`src/rtl/avr_cpu_regfile.sv`:
```
// AVR general-purpose register file: two combinational read ports, byte/pair write, X/Y/Z pointer unit.
// Optional same-cycle write forwarding on all read outputs when REGFILE_BYPASS_EN is defined.
module avr_cpu_regfile #(
   parameter int unsigned DATA_WIDTH = 8,
   parameter int unsigned REG_COUNT  = 32,
   parameter int unsigned ADDR_WIDTH = 5
) (
   input  logic                    clk,
   input  logic                    rst,
   output logic                    ready,
   input  logic [ADDR_WIDTH-1:0]   r_addr,
   input  logic [ADDR_WIDTH-1:0]   d_addr,
   output logic [DATA_WIDTH-1:0]   r_out,
   output logic [DATA_WIDTH-1:0]   d_out,
   input  logic                    wr_en,
   input  logic                    wr_word,
   input  logic [2*DATA_WIDTH-1:0] wr_data,
   input  logic [1:0]              ptr_sel,
   input  logic [1:0]              ptr_op,
   output logic [2*DATA_WIDTH-1:0] ptr_out,
   output logic [2*DATA_WIDTH-1:0] x,
   output logic [2*DATA_WIDTH-1:0] y,
   output logic [2*DATA_WIDTH-1:0] z
);

   localparam int unsigned PW    = 2 * DATA_WIDTH;
   localparam int unsigned CNT_W = $clog2(REG_COUNT);

   localparam logic [ADDR_WIDTH-1:0] X_LO = ADDR_WIDTH'(REG_COUNT - 6);
   localparam logic [ADDR_WIDTH-1:0] X_HI = ADDR_WIDTH'(REG_COUNT - 5);
   localparam logic [ADDR_WIDTH-1:0] Y_LO = ADDR_WIDTH'(REG_COUNT - 4);
   localparam logic [ADDR_WIDTH-1:0] Y_HI = ADDR_WIDTH'(REG_COUNT - 3);
   localparam logic [ADDR_WIDTH-1:0] Z_LO = ADDR_WIDTH'(REG_COUNT - 2);
   localparam logic [ADDR_WIDTH-1:0] Z_HI = ADDR_WIDTH'(REG_COUNT - 1);

   typedef enum logic {SWEEP, RUN} state_t;

   state_t                state;
   logic [CNT_W-1:0]      sweep_cnt;

   logic [DATA_WIDTH-1:0] regs     [REG_COUNT];
   logic [DATA_WIDTH-1:0] wr_view  [REG_COUNT];
   logic [DATA_WIDTH-1:0] bank_nxt [REG_COUNT];
   logic [DATA_WIDTH-1:0] rd_bank  [REG_COUNT];
   logic [DATA_WIDTH-1:0] pt_bank  [REG_COUNT];

   logic                  run;
   logic                  wr_go;
   logic                  ptr_act;
   logic                  ptr_upd;
   logic                  coll;
   logic [ADDR_WIDTH-1:0] p_lo;
   logic [ADDR_WIDTH-1:0] p_hi;
   logic [ADDR_WIDTH-1:0] w_even;
   logic [ADDR_WIDTH-1:0] w_odd;
   logic [PW-1:0]         p_cur;
   logic [PW-1:0]         p_new;
   logic [PW-1:0]         p_fwd;

   function automatic logic in_range(input logic [ADDR_WIDTH-1:0] a);
      return 32'(a) < REG_COUNT;
   endfunction

   // Init sweep sequencer; ready rises the edge after register REG_COUNT-1 is cleared
   always_ff @(posedge clk or posedge rst) begin
      if (rst) begin
         state     <= SWEEP;
         sweep_cnt <= '0;
         ready     <= 1'b0;
      end else begin
         case (state)
            SWEEP: begin
               sweep_cnt <= sweep_cnt + CNT_W'(1);
               if (sweep_cnt == CNT_W'(REG_COUNT - 1)) begin
                  state <= RUN;
                  ready <= 1'b1;
               end
            end
            RUN:     state <= RUN;
            default: state <= SWEEP;
         endcase
      end
   end

   // Pointer pair selection, collision detection and increment/decrement
   always_comb begin
      run     = (state == RUN);
      wr_go   = run && wr_en && in_range(d_addr);
      w_even  = {d_addr[ADDR_WIDTH-1:1], 1'b0};
      w_odd   = {d_addr[ADDR_WIDTH-1:1], 1'b1};
      ptr_act = 1'b1;
      p_lo    = '0;
      p_hi    = '0;
      case (ptr_sel)
         2'b01:   begin p_lo = X_LO; p_hi = X_HI; end
         2'b10:   begin p_lo = Y_LO; p_hi = Y_HI; end
         2'b11:   begin p_lo = Z_LO; p_hi = Z_HI; end
         default: ptr_act = 1'b0;
      endcase
      coll    = wr_go && (wr_word ? (w_even == p_lo) : (d_addr == p_lo || d_addr == p_hi));
      ptr_upd = run && ptr_act && (ptr_op == 2'b01 || ptr_op == 2'b10) && !coll;
      p_cur   = {regs[p_hi], regs[p_lo]};
      p_new   = (ptr_op == 2'b01) ? p_cur + PW'(1) : p_cur - PW'(1);
   end

   // Next bank image: explicit write first, then pointer update, or one sweep clear
   always_comb begin
      wr_view = regs;
      if (wr_go) begin
         if (wr_word) begin
            wr_view[w_even] = wr_data[DATA_WIDTH-1:0];
            wr_view[w_odd]  = wr_data[PW-1:DATA_WIDTH];
         end else begin
            wr_view[d_addr] = wr_data[DATA_WIDTH-1:0];
         end
      end
      bank_nxt = wr_view;
      if (ptr_upd) begin
         bank_nxt[p_lo] = p_new[DATA_WIDTH-1:0];
         bank_nxt[p_hi] = p_new[PW-1:DATA_WIDTH];
      end
      if (!run) begin
         bank_nxt[sweep_cnt] = '0;
      end
   end

   // Storage is deliberately unreset; the sweep establishes its contents
   always_ff @(posedge clk) begin
      regs <= bank_nxt;
   end

   always_comb begin
`ifdef REGFILE_BYPASS_EN
      rd_bank = bank_nxt;
      pt_bank = wr_view;
`else
      rd_bank = regs;
      pt_bank = regs;
`endif
   end

   // Read ports, masked to zero until the sweep completes
   always_comb begin
      r_out   = '0;
      d_out   = '0;
      ptr_out = '0;
      x       = '0;
      y       = '0;
      z       = '0;
      p_fwd   = {pt_bank[p_hi], pt_bank[p_lo]};
      if (ready) begin
         if (in_range(r_addr)) r_out = rd_bank[r_addr];
         if (in_range(d_addr)) d_out = rd_bank[d_addr];
         x = {rd_bank[X_HI], rd_bank[X_LO]};
         y = {rd_bank[Y_HI], rd_bank[Y_LO]};
         z = {rd_bank[Z_HI], rd_bank[Z_LO]};
         if (ptr_act) begin
            ptr_out = (ptr_op == 2'b10) ? p_fwd - PW'(1) : p_fwd;
         end
      end
   end

endmodule

```
`config.mk`:
```
export PLATFORM = sky130hd
export DESIGN_NAME = avr_cpu_regfile
export DESIGN_NICKNAME = d
export VERILOG_FILES = /design/src/rtl/avr_cpu_regfile.sv
export SDC_FILE = /design/constraint.sdc
export NUM_CORES = 1
export LEC_CHECK = 0
export CAP_MARGIN = 20
export CORE_AREA = 5 5 181 183
export DETAILED_ROUTE_END_ITERATION = 7
export DIE_AREA = 0 0 186 188
export GPL_TIMING_DRIVEN = 0
export PLACE_DENSITY = 0.71
export SYNTH_ARGS = -nofsm -noshare
export SYNTH_HDL_FRONTEND = slang
export SYNTH_SLANG_ARGS = --single-unit
```
`constraint.sdc`:
```
create_clock -name clk -period 4.4 [get_ports clk]
set_clock_uncertainty 0.1 [all_clocks]
set_input_delay 0.88 -clock clk [delete_from_list [all_inputs] [get_ports clk]]
set_output_delay 0.88 -clock clk [all_outputs]
set_load 0.01 [all_outputs]
```
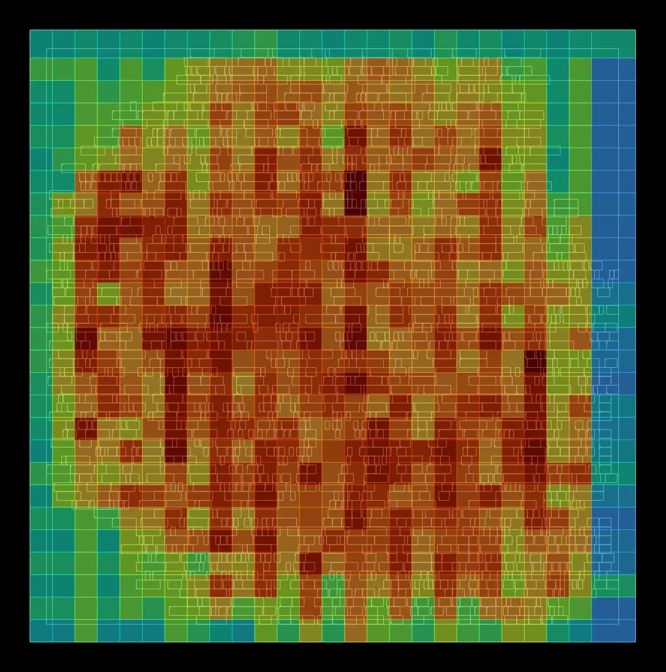
Run 1: congestion heat map
post-layout util: 59.8%
routing usage on met3: 10.5%
highest-utilization routing layer at the global route stage: met2
routing usage on met2: 53.5%

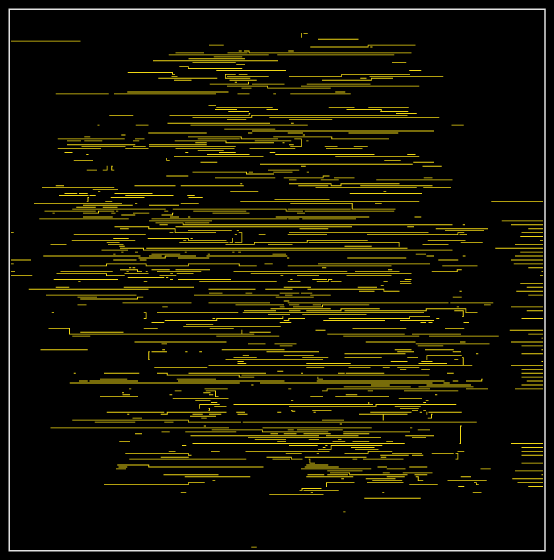
Run 1: the metal 3 layer
408 nets have wire on it. The layer carries 8,610 um of wire.
vias: 14,900
total detailed-routing wirelength: 63,800 um

==> commit_impl_results.txt, run 1 <==
Update PnR metrics after Yosys + OpenROAD run

- Commonest cells in the netlist: 286 x sky130_fd_sc_hd__nor2_1, 256 x sky130_fd_sc_hd__dfxtp_1, 164 x sky130_fd_sc_hd__mux4_2
- Post-CTS timing repair inserted 8 buffers for setup.
- The fraction of final cell area spent on clock buffers and inverters in this run is a little over 5%.
- Count of synthesis-stage warnings from yosys: 0
- The share of total power dissipated in the clock network is between 20% and 30%.
* Vias in the first global route: 14,200
- Per-cell via count in the routed design: approximately 7
- Setup crit start kind: primary input
- Hold Startpoint: pt_bank[138]
- Max-capacitance violation count: 0
- Number of rows created at floorplan: 65
- Ordered list of cells on the worst path: dlygate4sd2_1 -> buf_6 -> clkbuf_8 -> buf_6 -> mux4_2 -> a21oi_2 -> a41oi_1 -> clkdlybuf4s50_1
- Counting only logic cells after layout, the most numerous master is sky130_fd_sc_hd__nor2_1.
- Clock-pin slew was measured on the worst setup and hold paths at 60 ps.
- Looking at the area split, the leading class of cells is combinational gates.
- The flow ran to the end, and the final reports show no timing, DRC or antenna violations.
- After its last routability iteration, the placer logged a weighted congestion of 1.07.
* Top Ports: 115
* Synth top cell by count: sky130_fd_sc_hd__nor2_1
- Tracing the worst setup path back leads to its startpoint at d_addr[1].
* Adders+Majority by Area: less than 1%
* Root buffer cell: sky130_fd_sc_hd__clkbuf_16
- Residual antenna-violating net count after detailed routing: 0
* Timing-limited maximum frequency: 228 MHz
- Setup WS pre-CTS: -1570 ps
* Plain + repair buffers: 231
* Clock Sinks: between 200 and 300
* Antenna violations before repair: 2
- 1,147 cells are multi-input combinational gates.
- Global-route wire length before repair: 92,900 um
- Count of unique library cells instantiated by Yosys: 57
* Maximum clock path buffer count: 3
- Sequential cell count of the final layout: 263
- Drt drc: 0
* Peak per-stage delay on the critical path: 580 ps
* Worst-path maximum fanout: 10
- Type of the worst min-delay path: flop to flop
- Share of flip-flops with an asynchronous set or reset after synthesis: 2.66%
- Share of the clock period used by the worst path after layout: 99.9%
- By instance count, the cell type seen most on the critical path is sky130_fd_sc_hd__buf_6.
- Switch Pwr: 3040 uW
- Non-clock buffers make up 9.75% of the layout cell area.
- Die width: 186 um
* Initial Utilization: 50.2%
- Register area share after synthesis: 34.0%
- The cell area that synthesis handed to floorplanning was 15,600 um^2.
- Half-perimeter wire length after placement: about 48,000 um
- The multi-input combinational cells in the finished layout cover a total of between 9000 and 10,000 um^2.
* Net count after synthesis: about 1,600
- Number of gates resized after cts: around 120
* Data arrival, critical path: ~3400 ps
* DRC marker count from the first detailed-route iteration: between 2,000 and 3,000
- CTS Hold Buffers Added: 0
- Flip-flop cell with the highest count after synthesis: sky130_fd_sc_hd__dfxtp_1
- Net switching is 34.7% of the power.
- Sink of the worst hold path: pt_bank[138]
- In this run, the synthesized area fraction spent on and/or/nand/nor cells is recorded as between 10% and 20%.
- By startpoint and endpoint, the worst setup path is classified as primary input to output port.
* PwrDens: 472 nW/um^2
- Sequential share of power: around two fifths
- At the end of the flow, the number of nets in the layout was 1,732.
- Endpoints failing hold in the final report were tallied at 0.
- For flop-to-flop paths, the worst setup slack is about 1300 ps.
- Maximum number of pins on one net before global-route repair: 15
* Total chip power: 8770 uW
- Slew of the pin with the lowest slew margin: 1200 ps
* Buf/Inv on CP: 5
- Inverter count: 18
- Buffers placed on the I/O ports in this run total 98.
- Slew margin rel.: approximately a fifth
* Flops after synth: 263
- Mux contribution to synthesized area: 30.8%
* Fill cell total of the finished layout: 2,669
* Stage-log warning count: 31
* DRT Pass-1 Iters: 6
- Syn avg cell area: roughly 10 um^2
- TritonCTS built the clock tree.
* Number of cells traversed by the worst register-to-register path: 8
* H-tree level count: 1
- Critical R2R Launch: run
- Number of max-slew violations in the final report: 0
* Cell types occupying the most area after synthesis: sky130_fd_sc_hd__dfxtp_1 33%, sky130_fd_sc_hd__mux4_2 24%, sky130_fd_sc_hd__nor2_1 6.9%, sky130_fd_sc_hd__mux2i_1 6.4%, sky130_fd_sc_hd__a22oi_1 4.5%
* Commonest cells after routing, fill and taps aside: 285 x sky130_fd_sc_hd__nor2_1, 256 x sky130_fd_sc_hd__dfxtp_1, 164 x sky130_fd_sc_hd__mux4_2
* Total CTS buffers: 28
* Clk_lat worst skew: 570 ps
- Post-synthesis, Yosys gives the total cell area as 15,600 um^2.
- The last timing report of the flow puts the setup violation total at 0.
- Once routing completed, OpenROAD measured the worst setup slack at 4.42 ps.
- Post-synthesis cell type with the largest combined area: sky130_fd_sc_hd__dfxtp_1
- Fraction of final layout cells with drive strength greater than 1: 18.9%
* Hold Path Depth: 2
- In this run the number of cells on the critical path is 8.
* Critical Path End Type: output port
- Max-area cell share: 32.8%
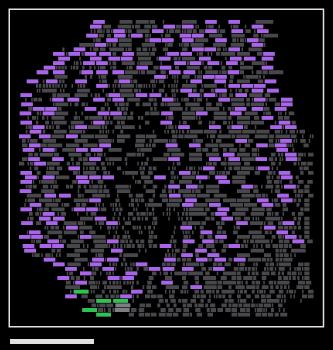
Run 1: where the registers sit
The bar under the picture is 50 um long. Other sequential cells in the stronger grey, the rest of the logic in the fainter grey.
Key: green = sweep_cnt [placed flops 5]; purple = pt_bank [placed flops 256, where all over the die]
power consumed by sequential cells: 3350 uW
Register Area: 5300 um^2
proportion of cell area occupied by registers: 28.5%

-- run 1: routing by layer --
metal / share of wire, % / routed length [um] / GRT usage (%)
met4: 6.6 / 4240 / 18.0
met5: 0.019 / 12 / 0
met2: 44 / 28300 / 53.5
met3: 13 / 8610 / 10.5
met1: 35 / 22600 / 46.1
-- run 1: stage by stage --
stage | instances | hold slack [ps] | cell area, um^2 | setup TNS (ps)
6_report | 2115 | 393 | 18600 | 0
5_1_grt | 2114 | 426 | 18600 | -37.5
2_1_floorplan | 1545 | 360 | 15600 | 0
4_1_cts | 2104 | 396 | 18400 | 0
3_3_place_gp | 2045 | 370 | 17100 | -25420
3_5_place_dp | 2046 | 387 | 17100 | -25960
-- run 1: flip-flops by register name (all words and copies together), names as in the netlist --
name	flops
run	1
pt_bank	256
ready	1
sweep_cnt	5
==> run 2, diff against run 1 <==
--- a/config.mk
+++ b/config.mk
@@ -5,7 +5,7 @@
 export SDC_FILE = /design/constraint.sdc
 export NUM_CORES = 1
 export LEC_CHECK = 0
-export CAP_MARGIN = 20
+export CAP_MARGIN = 10
 export CORE_AREA = 5 5 181 183
 export DETAILED_ROUTE_END_ITERATION = 7
 export DIE_AREA = 0 0 186 188
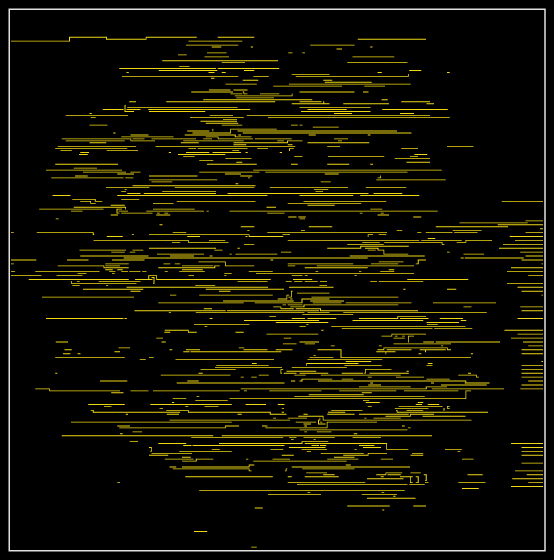
Run 2: the metal 3 layer
415 nets have wire on it. The layer holds 13% of the routed length. The layer carries 8,310 um of wire. The wires run mostly horizontal. The longest straight run is 84.6 um.
total detailed-routing wirelength: 63,700 um
routing usage on met3: 9.08%

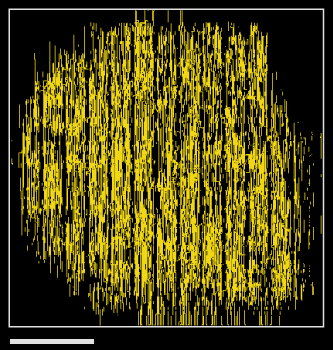
Run 2: the metal 2 layer
The bar under the picture is 50 um long.
The layer holds 44% of the routed length. The longest straight run is 81.3 um. 1,498 nets have wire on it.
routing usage on met2: 53.2%
vias: 15,000

==> commit_impl_results.txt, run 2 <==
Update PnR metrics after Yosys + OpenROAD run

- The flow ran to the end, but the final reports show violations.
- Violated checks: negative setup slack
- Plain + repair buffers: 227 (-1.7%)
- Worst path depth: 8 (unchanged)
* Count of unique library cells instantiated by Yosys: 57 (unchanged)
- The arrival time of the worst setup path is 3430 ps (about the same).
- The normalized max-slew margin was 5.54% (-14 points).
- Buffer count from post-CTS setup fixing: 8 (unchanged)
- Routed length on met1: 22,800 um (+0.95%)
- Clock network area share: 5.84% (+0.80 points)
* Cell types occupying the most area after synthesis: sky130_fd_sc_hd__dfxtp_1 33%, sky130_fd_sc_hd__mux4_2 24%, sky130_fd_sc_hd__nor2_1 6.9%, sky130_fd_sc_hd__mux2i_1 6.4%, sky130_fd_sc_hd__a22oi_1 4.5%
- The number of hold buffers added after cts came to 0 (unchanged).
- Commonest cells after routing, fill and taps aside: 285 x sky130_fd_sc_hd__nor2_1, 256 x sky130_fd_sc_hd__dfxtp_1, 164 x sky130_fd_sc_hd__mux4_2
- Design Area, Final: 18,700 um^2 (+0.68%)
* Setup crit start kind: primary input
- Number of max-slew violations in the final report: 0 (unchanged)
- The final non-filler cell total was 2,112 (-0.14%).
* Gate Area: 9930 um^2 (-0.20%)
- The mean area per synthesized cell was 10.1 um^2 (unchanged).
* Hold Startpoint: pt_bank[138]
- Met1 track demand over resource: 46.5% (+0.40 points)
- Weighted congestion reported at the end of routability-driven placement: 1.07 (unchanged)
* Post-synthesis cell type with the largest combined area: sky130_fd_sc_hd__dfxtp_1
- Critical Path End Type: output port
* Hold Path Depth: 2 (unchanged)
- The setup slack of the worst register-to-register path was 1220 ps (-40 ps).
- Worst setup margin: -9.27 ps (-13.7 ps)
- Commonest cells in the netlist: 286 x sky130_fd_sc_hd__nor2_1, 256 x sky130_fd_sc_hd__dfxtp_1, 164 x sky130_fd_sc_hd__mux4_2
- The global-route wire length before repair was 92,800 um (about the same).
- Clock Sinks: 263 (unchanged)
* Clock tree from TritonCTS: yes
- Sequential cell count of the final layout: 263 (unchanged)
* Area after DPL: 17,100 um^2 (about the same)
- Logic share of the area: 53.1%
* Inverter count: 18 (unchanged)
- Comb gates: 1,147 (unchanged)
* Setup CP Type: primary input to output port
- The root buffer cell chosen for the clock tree is sky130_fd_sc_hd__clkbuf_16.
- The clock transition at the registers of the reported paths came to 60 ps (about the same).
- The worst path buffer plus inverter count came to 5 (unchanged).
* Flip-flop cell with the highest count after synthesis: sky130_fd_sc_hd__dfxtp_1
* Slew of the pin with the lowest slew margin: 1410 ps (+209 ps)
- Total CTS buffers: 30 (+7.1%)
- The max-cap violation count is 0 (unchanged).
- Maximum clock path buffer count: 3 (unchanged)
- In the hold report, the worst path ends at pt_bank[138].
* Antenna violations before repair: 2 (unchanged)
* Number of cells traversed by the worst register-to-register path: 8 (unchanged)
- Max-area cell share: 32.8% (unchanged)
- The violation tally from detailed-route iteration zero is 2,395 (-5.5%).
- The number of inserted filler cells in the final layout came to 2,648 (-0.79%).
- Top Ports: 115 (unchanged)
* Worst setup startpoint: d_addr[1]
- The maximum single-stage delay on the critical path is 540 ps (-40 ps).
- Total chip power: 9130 uW (+4.1%)
- Setup Total Neg Slack: -9.65 ps (-9.65 ps)
* Stage-log warning count: 32 (+3.2%)
- Residual antenna-violating net count after detailed routing: 0 (unchanged)
* DRT Pass-1 Iters: 6 (unchanged)
- The number of H-tree levels is 1 (unchanged).
- The share of cells above drive strength 1 was 18.6% (-0.32 points).
- Count of synthesis-stage warnings from yosys: 0 (unchanged)
- The launch point of the worst register-to-register path is recorded as run.
* Clk_lat worst skew: 590 ps (+20 ps)
* Ordered list of cells on the worst path: dlygate4sd2_1 -> buf_6 -> clkbuf_8 -> clkbuf_4 -> mux4_2 -> a32oi_1 -> a41oi_2 -> clkdlybuf4s50_1
* Synth top cell by count: sky130_fd_sc_hd__nor2_1
- The met2 layer wire length in the routed design came to 27,800 um (-2.0%).
- The register share of the cell area came to 28.3% (-0.19 points).
- The post-detailed-placement half-perimeter wirelength was 47,800 um (about the same).
- The worst slack at placement was -1580 ps (-10.4 ps).
* Number of setup violations in the final report: 2 (+2)
- Per the cell usage report, the commonest logic cell in the layout is sky130_fd_sc_hd__nor2_1.
- PwrDens: 488 nW/um^2 (+3.4%)
- The cell count after placement was 2,045 (-0.049%).
- The area taken by flip-flops and latches was 5300 um^2 (unchanged).
- Number of gates resized after cts: 123 (+1.7%)
- Signal routing reaches up to met5.
* Share of flip-flops with an asynchronous set or reset after synthesis: 2.66% (unchanged)
- Fin Hold WS: 411 ps (+17.9 ps)
- Total cell area reported by yosys after synthesis: 15,600 um^2 (unchanged)
- Post-layout util: 60.2% (+0.41 points)
- Timing-limited maximum frequency: 227 MHz (-0.31%)
- Maximum number of pins on one net before global-route repair: 17 (+2)
- The initial cell density of the core was 50.2% (unchanged).
* Drt drc: 0 (unchanged)
- By area, combinational gates come first.
- The maximum fanout along the worst path was 10 (unchanged).
- Area of the mapped netlist: 15,600 um^2 (unchanged)
==> run 2: where the power goes <==
part           internal (uW)  leakage, uW  switching, uW  total (uW)
Sequential              2790      0.00221            566        3360
Combinational           1540      0.00402           1410        2950
Clock                   1740     0.000536           1080        2820
Total                   6060      0.00676           3060        9130
==> run 2: cells by family (layout without fill, tap and decap cells) <==
kind of cell,Yosys count,after routing,share of synthesized area (%)
buf+inv,135,298,3.46
mux,274,274,30.8
other cells,0,2,0
fa+ha+maj,9,9,0.722
compound gates,308,308,14.0
xor+xnor,32,32,1.80
simple gates,524,524,15.2
flops,263,263,34.0
==> run 2: tightest hold or removal path, delay by kind of cell (launching register included) <==
family / cells / cell delay, ps
AND-OR/OR-AND: 2 / 140
flip-flops: 1 / 320
==> run 3, diff against run 2 <==
--- a/config.mk
+++ b/config.mk
@@ -5,10 +5,11 @@
 export SDC_FILE = /design/constraint.sdc
 export NUM_CORES = 1
 export LEC_CHECK = 0
+export ABC_AREA = 0
 export CAP_MARGIN = 10
-export CORE_AREA = 5 5 181 183
+export CORE_AREA = 2 2 178 180
 export DETAILED_ROUTE_END_ITERATION = 7
-export DIE_AREA = 0 0 186 188
+export DIE_AREA = 0 0 180 182
 export GPL_TIMING_DRIVEN = 0
 export PLACE_DENSITY = 0.71
 export SYNTH_ARGS = -nofsm -noshare
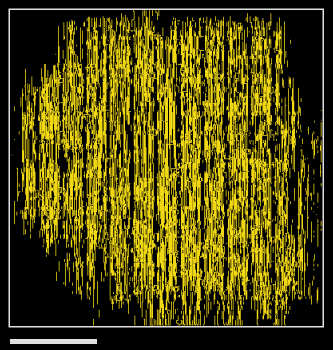
Run 3: the metal 2 layer
The bar under the picture is 50 um long.
The longest straight run is 67.1 um. The layer holds 44% of the routed length. The wires run mostly vertical. The layer carries 28.3 mm of wire.

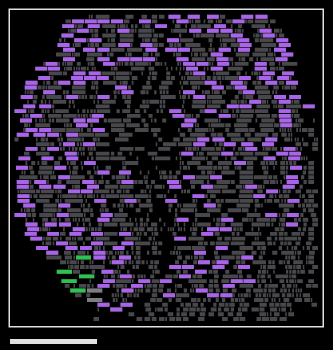
Run 3: where the registers sit
The bar under the picture is 50 um long. Other sequential cells in the stronger grey, the rest of the logic in the fainter grey.
Key: purple = pt_bank [placed flops 256, where all over the die]; green = sweep_cnt [placed flops 5, where bottom left]

==> commit_impl_results.txt, run 3 <==
Update PnR metrics after Yosys + OpenROAD run

- The total power is 8850 uW (-3.1%).
* Result of the run: complete, no violations
- The logic gate share of total power was 33.3% (+1.0 points).
- The Yosys chip area was 15,600 um^2 (unchanged).
- The proportion of netlist area held by the largest area contributor is 32.8% (unchanged).
- Met1 track demand over resource: 49.1% (+2.6 points)
* Adders+Majority by Area: 0.722% (unchanged)
- Traced cell by cell, the critical path runs through buf_4 -> clkbuf_8 -> clkbuf_4 -> mux4_2 -> mux4_2 -> mux2i_1 -> nor2_1 -> clkdlybuf4s50_1.
- Top Ports: 115 (unchanged)
- Area of the mapped netlist: 15,600 um^2 (unchanged)
- The most numerous cell type found on the critical path is sky130_fd_sc_hd__mux4_2.
* Fraction of the mapped netlist area in compound gates: 14.0% (unchanged)
- The global route stage reports its total congestion overflow as 0.
* Sink of the worst hold path: pt_bank[142]
* Syn avg cell area: 10.1 um^2 (unchanged)
- Power consumed by sequential cells: 3360 uW (about the same)
- The number of hold buffers added after cts is 0 (unchanged).
- The OpenROAD warning count came to 32 (unchanged).
* Residual antenna-violating net count after detailed routing: 0 (unchanged)
* Number of cells traversed by the worst register-to-register path: 8 (unchanged)
- Global routing usage summed across all routing layers: between 30% and 40%
* Clock Sinks: 263 (unchanged)
- H-tree level count: 1 (unchanged)
* Commonest cells after routing, fill and taps aside: 286 x sky130_fd_sc_hd__nor2_1, 256 x sky130_fd_sc_hd__dfxtp_1, 164 x sky130_fd_sc_hd__mux4_2
* Peak per-stage delay on the critical path: 510 ps (-30 ps)
- The clock transition at the registers of the reported paths is 60 ps (about the same).
- The power of the clock network was 2540 uW (-9.9%).
- The critical path is of the primary input to output port type.
* Most instantiated logic cell after routing: sky130_fd_sc_hd__nor2_1
- Synth Area in Simple Gates: 15.2% (unchanged)
- The sequential cell fraction of total power was 38.0% (+1.2 points).
- Critical Path End Type: output port
* Design Area, Final: 18,500 um^2 (-0.87%)
- The global-route wire length before repair was 93,700 um (+0.90%).
- The final non-filler cell total was 2,112 (unchanged).
* Count of unique library cells instantiated by Yosys: 57 (unchanged)
* Area after DPL: 17,100 um^2 (about the same)
- The post-route DRC violation count came to 0 (unchanged).
- The share of async-settable or async-resettable flops after synthesis is 2.66% (unchanged).
- End of the worst register-to-register path: pt_bank[220]
- The violation tally from detailed-route iteration zero was 2,214 (-7.6%).
- Antenna violations before repair: 3 (+1)
* Die width: 180 um
- The number of slew-limit violations in the final report is 0 (unchanged).
- The total iterations of the first detailed-routing run was 6 (unchanged).
- For reference, the top cells by count after synthesis are 286 x sky130_fd_sc_hd__nor2_1, 256 x sky130_fd_sc_hd__dfxtp_1, 164 x sky130_fd_sc_hd__mux4_2.
- Total CTS buffers: 29 (-3.3%)
- The total via count after detailed routing was 15,100 (+0.73%).
- The xor and xnor area share after synthesis was 1.80% (unchanged).
- The final weighted congestion in routability-driven placement came to 1.03 (-3.4%).
* Fin Hold WS: 403 ps (-7.60 ps)
- The maximum count of clock buffers along a single path came to 3 (unchanged).
- The clock latency on the worst-skew pair was 560 ps (-30 ps).
* Clock tree from TritonCTS: yes
- The hold path depth came to 2 (unchanged).
- Mux contribution to synthesized area: 30.8% (unchanged)
- The final core utilization was 59.8% (-0.37 points).
- sky130_fd_sc_hd__nor2_1 is the most common cell in the netlist.
- The cell count along the critical path is 8 (unchanged).
* Share of total power in the clock network: 28.7% (-2.2 points)
- The final setup violation count is 0 (-2).
- Fill cell total of the finished layout: 2,581 (-2.5%)
* Slew of the pin with the lowest slew margin: 1280 ps (-129 ps)
- Setup Total Neg Slack: 0 ps (+9.65 ps)
- The power per cell area is 477 nW/um^2 (-2.2%).
- Switch Pwr: 3030 uW (-1.2%)
* Buf/Inv on CP: 4 (-1)
* Worst-path maximum fanout: 10 (unchanged)
* Hold Startpoint: pt_bank[142]
* Highest metal layer with signal wires: met5
* Routing usage on met3: 10.1% (+0.99 points)
- Main logic family: multiplexers
- Critical R2R Launch: run
- The largest net degree at the start of global routing is 14 (-3).
- The cell-internal power was 5820 uW (-4.0%).
- The max-cap violation count is 0 (unchanged).
- The total routed wire length on the met1 layer is 22,700 um (-0.33%).
- Timing-limited maximum frequency: 228 MHz (+0.57%)
- Per the synthesis report, the dominant area consumer among library cells is sky130_fd_sc_hd__dfxtp_1.
- The number of global-route vias before repair is 14,300.
- The worst setup path is launched from a primary input.
- The power in combinational cells was 2950 uW (about the same).
- The share of cells above drive strength 1 is 18.4% (-0.21 points).
* Number of rows created at floorplan: about 65
* Worst reg2reg setup slack: 1200 ps (-20 ps)
- Slew margin rel.: 14.2% (+8.7 points)
- Data arrival, critical path: 3400 ps (-30 ps)
- The post-detailed-placement half-perimeter wirelength was 47,100 um (-1.4%).
- Routing usage on met2: 58.7% (+5.5 points)
- By area the synthesized netlist is led by sky130_fd_sc_hd__dfxtp_1 33%, sky130_fd_sc_hd__mux4_2 24%, sky130_fd_sc_hd__nor2_1 6.9%, sky130_fd_sc_hd__mux2i_1 6.4%, sky130_fd_sc_hd__a22oi_1 4.5%.
* Post-synth tally of flip-flops with integrated enable: 0
- Of all power groups, the one with the highest power is registers.
* Final routed wire length divided by cell count: between 30 and 40 um
- Setup WS pre-CTS: -1690 ps (-112 ps)
* Detailed route wirelength on metal2: 28,300 um (+1.9%)
- Flip-flop cell with the highest count after synthesis: sky130_fd_sc_hd__dfxtp_1
- Worst setup margin: 15.5 ps (+24.8 ps)
- Number of instances in the placed design: 2,046 (+0.049%)
- Count of synthesis-stage warnings from yosys: 0 (unchanged)
* Root buffer cell: sky130_fd_sc_hd__clkbuf_16
* Initial Utilization: 50.4% (+0.13 points)
* Worst setup startpoint: r_addr[1]
- Switching share of power: 34.2% (+0.66 points)
-- run 3: layout make-up --
class,instances,area [um^2],share of cell area (%)
Clock buffer,43,848,4.58
Timing Repair Buffer,111,1100,5.93
Buffer,114,644,3.48
Sequential cell,263,5300,28.6
Tap cell,402,503,2.71
Multi-Input combinational cell,1147,9930,53.6
Clock inverter,10,135,0.729
Antenna cell,4,10.0,0.0540
Inverter,18,67.6,0.365
-- run 3: worst register-to-register path: cells and delay by family, from the launching register on --
kind	cells	cell delay [ps]
AND/OR/NAND/NOR	4	1260
buffers and inverters	3	970
flip-flops	1	460
multiplexers	1	280
-- run 3: repair_timing --
action / CTS / global route
setup buffers: 8 / 4
setup endpoints to repair: 31 / 21
pin swaps: 2 / 4
gates resized: 117 / 32
Power is estimated from default activity; no workload was simulated.
